<file path="src/rtl/alu_arbiter.sv">
// alu_arbiter
//
// Shares one external combinational ALU between NUM_REQ requesters. Requests are
// arbitrated round-robin behind valid/ready handshakes; the winner's select and
// operands are registered and presented to the ALU for one cycle (EXEC). The ALU
// output is then captured and held in RESP until the consumer accepts it.
//
// Optional feature: define ALU_ARB_NZP_EN to add the rsp_nzp_o port. It carries the
// LC-3 style {N,Z,P} condition codes of rsp_data_o.
//
// Ports:
//   clk            rising-edge clock
//   rst_n          asynchronous active-low reset
//   req_valid_i    per-requester request
//   req_ready_o    one-hot grant, only ever non-zero in IDLE
//   req_select_i   per-requester ALU op, slice i is [2i+1:2i]
//   req_a_i/b_i    per-requester operands, slice i is [WIDTH*i +: WIDTH]
//   alu_select_o   to ALU select (00 ADD, 01 AND, 10 NOT a, 11 pass a)
//   alu_a_o/b_o    to ALU in_a/in_b
//   alu_out_i      from ALU out
//   rsp_valid_o    result available
//   rsp_id_o       index of the requester that owns the result
//   rsp_data_o     registered result
//   rsp_nzp_o      {N,Z,P} of rsp_data_o (ALU_ARB_NZP_EN only)
//   rsp_ready_i    consumer accepts the result

module alu_arbiter #(
  parameter int unsigned NUM_REQ = 2,
  parameter int unsigned WIDTH   = 16
) (
  input  logic                     clk,
  input  logic                     rst_n,
  input  logic [NUM_REQ-1:0]       req_valid_i,
  output logic [NUM_REQ-1:0]       req_ready_o,
  input  logic [2*NUM_REQ-1:0]     req_select_i,
  input  logic [WIDTH*NUM_REQ-1:0] req_a_i,
  input  logic [WIDTH*NUM_REQ-1:0] req_b_i,
  output logic [1:0]               alu_select_o,
  output logic [WIDTH-1:0]         alu_a_o,
  output logic [WIDTH-1:0]         alu_b_o,
  input  logic [WIDTH-1:0]         alu_out_i,
  output logic                     rsp_valid_o,
  output logic [1:0]               rsp_id_o,
  output logic [WIDTH-1:0]         rsp_data_o,
`ifdef ALU_ARB_NZP_EN
  output logic [2:0]               rsp_nzp_o,
`endif
  input  logic                     rsp_ready_i
);

  typedef enum logic [1:0] {StIdle, StExec, StResp} state_e;

  state_e           state_q, state_d;
  logic [1:0]       last_q, last_d;
  logic [1:0]       sel_q, sel_d;
  logic [WIDTH-1:0] a_q, a_d;
  logic [WIDTH-1:0] b_q, b_d;
  logic [1:0]       id_q, id_d;
  logic [WIDTH-1:0] data_q, data_d;
`ifdef ALU_ARB_NZP_EN
  logic [2:0]       nzp_q, nzp_d;
  logic             alu_neg, alu_zero;
`endif

  logic [NUM_REQ-1:0] grant;
  logic [1:0]         grant_idx;
  logic               grant_found;
  int unsigned        scan_idx;

  // Round-robin pick: first valid requester scanning upward from last_q+1.
  always_comb begin
    grant       = '0;
    grant_idx   = '0;
    grant_found = 1'b0;
    scan_idx    = 0;
    for (int unsigned k = 1; k <= NUM_REQ; k++) begin
      scan_idx = (32'(last_q) + k) % NUM_REQ;
      if (!grant_found && req_valid_i[scan_idx]) begin
        grant_found     = 1'b1;
        grant[scan_idx] = 1'b1;
        grant_idx       = scan_idx[1:0];
      end
    end
  end

  assign req_ready_o = (state_q == StIdle) ? grant : '0;

`ifdef ALU_ARB_NZP_EN
  assign alu_neg  = alu_out_i[WIDTH-1];
  assign alu_zero = (alu_out_i == '0);
`endif

  always_comb begin
    state_d = state_q;
    last_d  = last_q;
    sel_d   = sel_q;
    a_d     = a_q;
    b_d     = b_q;
    id_d    = id_q;
    data_d  = data_q;
`ifdef ALU_ARB_NZP_EN
    nzp_d   = nzp_q;
`endif
    unique case (state_q)
      StIdle: begin
        // A grant is always accepted: the winner's valid is high by construction.
        if (grant_found) begin
          state_d = StExec;
          last_d  = grant_idx;
          id_d    = grant_idx;
          sel_d   = req_select_i[2*int'(grant_idx) +: 2];
          a_d     = req_a_i[WIDTH*int'(grant_idx) +: WIDTH];
          b_d     = req_b_i[WIDTH*int'(grant_idx) +: WIDTH];
        end
      end
      StExec: begin
        state_d = StResp;
        data_d  = alu_out_i;
`ifdef ALU_ARB_NZP_EN
        nzp_d   = {alu_neg, alu_zero, !alu_neg && !alu_zero};
`endif
      end
      StResp: begin
        if (rsp_ready_i) begin
          state_d = StIdle;
        end
      end
      default: state_d = StIdle;
    endcase
  end

  always_ff @(posedge clk or negedge rst_n) begin
    if (!rst_n) begin
      state_q <= StIdle;
      last_q  <= 2'(NUM_REQ - 1);
      sel_q   <= '0;
      a_q     <= '0;
      b_q     <= '0;
      id_q    <= '0;
      data_q  <= '0;
`ifdef ALU_ARB_NZP_EN
      nzp_q   <= 3'b010;
`endif
    end else begin
      state_q <= state_d;
      last_q  <= last_d;
      sel_q   <= sel_d;
      a_q     <= a_d;
      b_q     <= b_d;
      id_q    <= id_d;
      data_q  <= data_d;
`ifdef ALU_ARB_NZP_EN
      nzp_q   <= nzp_d;
`endif
    end
  end

  // ALU inputs come straight from the operand registers, so they only move on an accept.
  assign alu_select_o = sel_q;
  assign alu_a_o      = a_q;
  assign alu_b_o      = b_q;
  assign rsp_valid_o  = (state_q == StResp);
  assign rsp_id_o     = id_q;
  assign rsp_data_o   = data_q;
`ifdef ALU_ARB_NZP_EN
  assign rsp_nzp_o    = nzp_q;
`endif

endmodule

</file>
<file path="config.mk">
export PLATFORM = sky130hd
export DESIGN_NAME = alu_arbiter
export DESIGN_NICKNAME = d
export VERILOG_FILES = /design/src/rtl/alu_arbiter.sv
export SDC_FILE = /design/constraint.sdc
export NUM_CORES = 1
export LEC_CHECK = 0
export CAP_MARGIN = 20
export CORE_UTILIZATION = 36
export DETAILED_ROUTE_END_ITERATION = 10
export PLACE_DENSITY = 0.86
export SLEW_MARGIN = 20
export SYNTH_ARGS = -nofsm -noshare
export SYNTH_HDL_FRONTEND = slang
export SYNTH_SLANG_ARGS = --single-unit
</file>
<file path="constraint.sdc">
create_clock -name clk -period 1.8 [get_ports clk]
set_clock_uncertainty 0.15 [all_clocks]
set_input_delay 0.36 -clock clk [delete_from_list [all_inputs] [get_ports clk]]
set_output_delay 0.36 -clock clk [all_outputs]
set_load 0.02 [all_outputs]
</file>
==> impl_summary.log, run 1 <==
[flow] final metrics
INFO  metric finish_stage_setup_viols = 34
INFO  metric critPathLaunchType = register
INFO  metric initial_core_util = 0.373
INFO  metric floorplan.nets = 253
INFO  metric wl = 6980 um
INFO  metric clkbuf_count = 6
INFO  metric fp.dieArea = 7900 um^2
INFO  metric warning_count = 28
INFO  metric hold_ws = 0.358 ns
INFO  metric final.fill_count = 569
INFO  metric grt_first_pass_wirelength = 10100 um
INFO  metric floorplan.die.height = 88.9 um
INFO  metric post_layout_util = 0.636
INFO  metric die-width = 88.9 um
INFO  metric seq_area_frac = 0.291
INFO  metric nNetsFinal = 412
INFO  metric synthTopLogicFamily = multiplexers
INFO  metric violations = setup timing
INFO  metric synth_flops = 54
INFO  metric hp-start = rsp_data_o[9]$_DFFE_PN0N_
INFO  metric vdd_drop_max = 0.623 mV
INFO  metric grt_use_total = 0.171
INFO  metric synth.cellmix.xorXnorShare = 0
INFO  metric clk_share = 0.0243
INFO  metric placement.cell_area = 4300 um^2
INFO  metric post-synth-top-count-cell = sky130_fd_sc_hd__mux2_4
INFO  metric pnr_worst_setup_slack = -0.0404 ns
INFO  metric max_stage_delay = 0.55 ns
INFO  metric clk_transition_reported_paths = 0.09 ns
INFO  metric crit_path_cell_trace = a21bo_4 -> buf_12 -> clkbuf_16 -> mux2_4 -> mux2_4
INFO  metric worst_path_most_repeated_cell = sky130_fd_sc_hd__mux2_4
INFO  metric topCellsByArea = sky130_fd_sc_hd__dfrtp_1 49%, sky130_fd_sc_hd__mux2_4 32%, sky130_fd_sc_hd__mux2_2 11%, sky130_fd_sc_hd__buf_12 2.2%, sky130_fd_sc_hd__buf_4 1.1%
INFO  metric yosys-stat-cells = 164
INFO  metric result_of_the_run = complete, but fails checks
## run 1: sequential cells by signal (all words and copies together) (netlist names)
signal        count
alu_a_o          16
alu_b_o          16
alu_select_o      2
last_q            1
rsp_data_o       16
rsp_id_o          1
state_q           2
## run 1: cell usage in the layout, fill, tap and decap left out, types with 2 or more instances in the layout
master / count
sky130_fd_sc_hd__buf_12: 5
sky130_fd_sc_hd__buf_16: 2
sky130_fd_sc_hd__buf_4: 14
sky130_fd_sc_hd__clkbuf_16: 2
sky130_fd_sc_hd__clkbuf_8: 6
sky130_fd_sc_hd__clkdlybuf4s50_1: 87
sky130_fd_sc_hd__dfrtp_1: 53
sky130_fd_sc_hd__dlygate4sd2_1: 24
sky130_fd_sc_hd__dlymetal6s2s_1: 27
sky130_fd_sc_hd__inv_1: 2
sky130_fd_sc_hd__mux2_2: 16
sky130_fd_sc_hd__mux2_4: 68
sky130_fd_sc_hd__nand2b_1: 2
## run 1: worst max-delay path: cells and delay by family (launching register included)
family / cells / cell delay, ns
AOI/OAI and AO/OA: 1 / 0.15
muxes: 2 / 0.55
buffers and inverters: 2 / 0.31
DFF: 1 / 0.55
## run 1: timing repair
action	4_1_cts	5_1_grt
hold buffers	1	0
resized	51	33
pin swaps	2	3
buffers inserted	1	1
cloned	2	2
hold endpoints to repair	53	0
endpoints found under the setup margin	60	61
## run 1: metal layers
layer	share of wire	routed length, um	global-route usage
met1	0.39	2750	0.198
met2	0.54	3800	0.317
met3	0.055	387	0.0410
met4	0.0069	48	0.0381
met5	0	0	0
## run 1: report_power, final
part           switching [mW]  internal, mW  leakage (nW)  total, mW
sequential              0.341          1.85         0.631       2.19
clock                   0.368         0.445        0.0573      0.813
combinational            1.85          2.42          1.67       4.27
**Run 1: selected gate families**

Scale bar: 20 um.
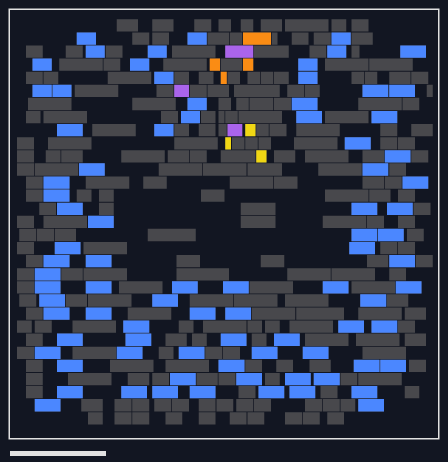
legend:
  blue:
    family: mux cells
    cells: 84
    where: widely spread
  orange:
    family: nor cells
    cells: 4
    where: north
  purple:
    family: non-inverting ao/oa cells
    cells: 3
  yellow:
    family: nand cells
    cells: 3
post-route non-filler standard cell count: 422
logic share of the area: 0.280
most frequent logic cell in the layout: sky130_fd_sc_hd__clkdlybuf4s50_1

**Run 1: clock wires, drivers and flops**

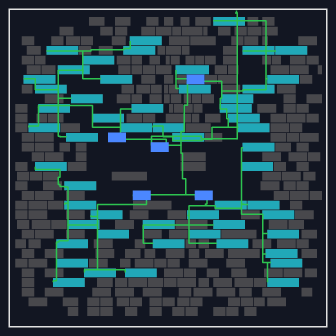
legend:
  green:
    item: clock wires
    length: 618 um
  cyan:
    item: flip-flops
    count: 54
  blue:
    item: clock-net drivers
    count: 5
routed clock nets: 6
clock group share of total power: 0.112
clock latency of the later-clocked register in the worst-skew pair: 0.29 ns

**Run 1: sizing map**

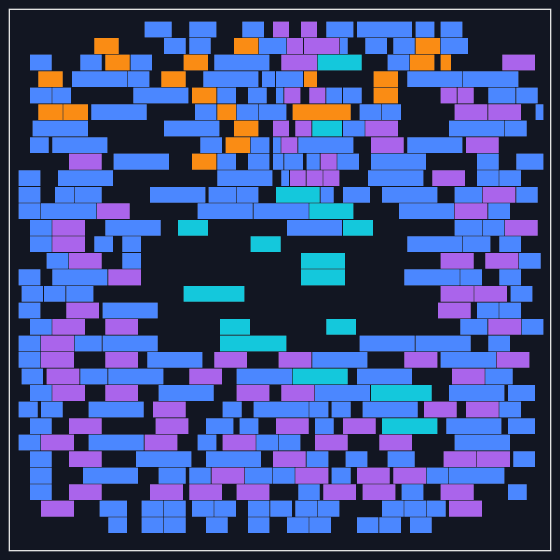
legend:
  cyan:
    size: x6 and larger
    cells: 16
  purple:
    size: x3 and x4
    cells: 84
  orange:
    size: x2
    cells: 20
  blue:
    size: x1 and smaller
    cells: 203
area growth from synthesis to layout: 70.8%
final instance area: 4640 um^2
number of non-clock buffers: 163

**Run 1: routing congestion map**

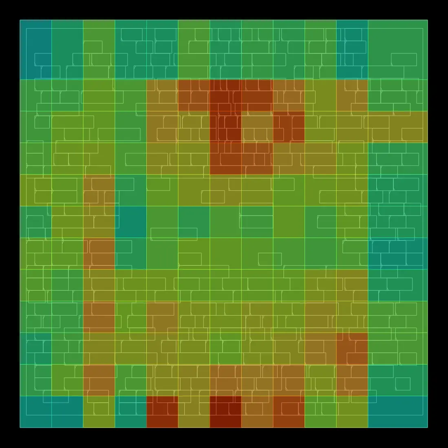

--- run 2 (diff from run 1) ---
- CAP_MARGIN: 20 -> not set
- CORE_UTILIZATION: 36 -> 40
- MAX_ROUTING_LAYER: not set -> met4
- PLACE_DENSITY: 0.86 -> 0.91
- clock period: 1.8 -> 1.85 ns (I/O delays scaled with it)
**Run 2: routing congestion map**

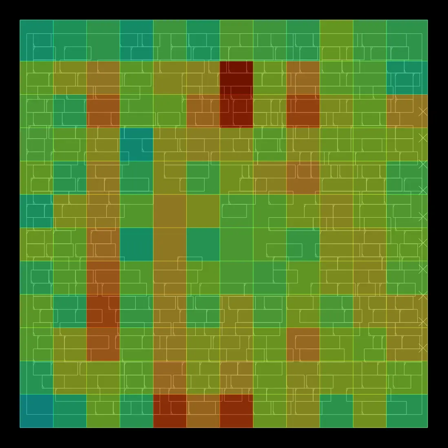
global-route usage over all layers: 0.187
Routed WL per cell: 15.9 um
met2 Use GR: 0.337

==> impl_summary.log, run 2 <==
[flow] final metrics
INFO  metric max_stage_delay = 0.63 ns (was 0.55 ns)
INFO  metric drc_markers = 10 (was 0)
INFO  metric nNetsFinal = 403 (was 412)
INFO  metric topCellsByArea = sky130_fd_sc_hd__dfrtp_1 49%, sky130_fd_sc_hd__mux2_4 32%, sky130_fd_sc_hd__mux2_2 11%, sky130_fd_sc_hd__buf_12 2.2%, sky130_fd_sc_hd__buf_4 1.1% (unchanged)
INFO  metric synthToLayoutAreaGrowth = 62.2% (was 70.8%)
INFO  metric clk_transition_reported_paths = 0.11 ns (was 0.09 ns)
INFO  metric violations = DRC (was setup timing)
INFO  metric crit_path_cell_trace = clkdlybuf4s50_1 (was a21bo_4 -> buf_12 -> clkbuf_16 -> mux2_4 -> mux2_4)
INFO  metric warning_count = 28 (unchanged)
INFO  metric initial_core_util = 0.421 (was 0.373)
INFO  metric post-synth-top-count-cell = sky130_fd_sc_hd__mux2_4 (unchanged)
INFO  metric final_cell_count_no_fill = 392 (was 422)
INFO  metric fp.dieArea = 7130 um^2 (was 7900 um^2)
INFO  metric critical_path.n_buffers_inverters = 1 (was 2)
INFO  metric post_cts_resized = 12 (was 51)
INFO  metric yosys-stat-cells = 164 (unchanged)
INFO  metric critPathLaunchType = register (unchanged)
INFO  metric clkLatencyLatePin = 0.30 ns (was 0.29 ns)
INFO  metric hold_ws = 0.284 ns (was 0.358 ns)
INFO  metric floorplan.die.height = 84.4 um (was 88.9 um)
INFO  metric vdd_drop_max = 0.919 mV (was 0.623 mV)
INFO  metric result_of_the_run = complete, but fails checks (unchanged)
**Run 2: sizing map**

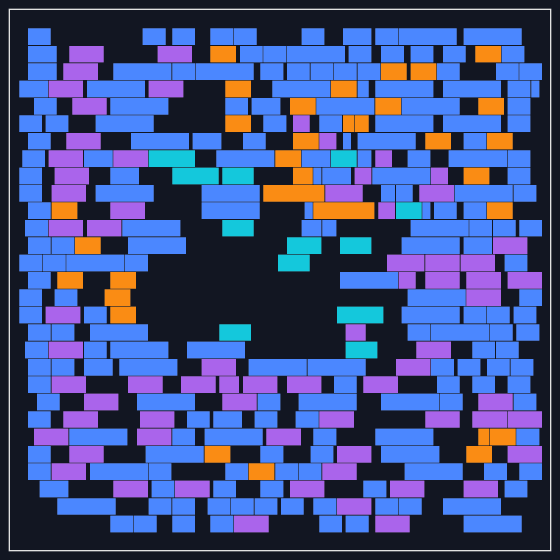
legend:
  blue:
    size: x1 and smaller
    cells: 202
  orange:
    size: x2
    cells: 32
  cyan:
    size: x6 and larger
    cells: 12
  purple:
    size: x3 and x4
    cells: 69
PnR worst setup slack: 0.0338 ns
final instance area: 4410 um^2

## run 2: cell counts after synthesis
Identical to the previous run, type by type.
## run 2: kinds of logic after synthesis
logic type	after synthesis	synth area share
mux	84	0.428
flops	54	0.498
buf+inv	13	0.0456
simple gates	7	0.0129
compound gates	5	0.0143
other cells	1	0.00138
## run 2: where the power goes
| part | switching, mW | leakage [nW] | total (mW) | internal (mW) |
|---|---|---|---|---|
| clock network | 0.380 | 0.0514 | 0.689 | 0.309 |
| logic | 1.70 | 1.39 | 4.08 | 2.38 |
| registers | 0.356 | 0.630 | 2.16 | 1.80 |
## run 2: area by class of cell
| class | count | area, um^2 |
|---|---|---|
| Tap cell | 77 | 96.3 |
| Clock buffer | 6 | 82.6 |
| Fill cell | 482 | 2050 |
| Inverter | 2 | 7.51 |
| Sequential cell | 54 | 1350 |
| Multi-Input combinational cell | 97 | 1260 |
| Clock inverter | 2 | 17.5 |
| Timing Repair Buffer | 154 | 1590 |
## run 2: routing by layer
layer | part of all wire | global-route usage
met5 | 0 | -
met4 | 0.012 | 0.0508
met3 | 0.068 | 0.0413
met2 | 0.52 | 0.337
met1 | 0.40 | 0.211
## run 2: path summary, 6_finish.rpt
kind,slack [ns],endpoint,cells past startpoint,from
min reg2reg,0.36,rsp_data_o[9]$_DFFE_PN0N_,1,rsp_data_o[9]$_DFFE_PN0N_
max,0.03,alu_a_o[2],1,alu_a_o[2]$_DFFE_PN0P_
max in group asynchronous,0.72,alu_a_o[3]$_DFFE_PN0P_,3,rst_n
min in group clk,0.36,rsp_data_o[9]$_DFFE_PN0N_,1,rsp_data_o[9]$_DFFE_PN0N_
max reg2reg,0.04,alu_b_o[4]$_DFFE_PN0P_,4,last_q[0]$_DFFE_PN1P_
min,0.28,alu_a_o[14]$_DFFE_PN0P_,2,rst_n
Power figures rest on the tool's default switching activity, not on a simulated workload.
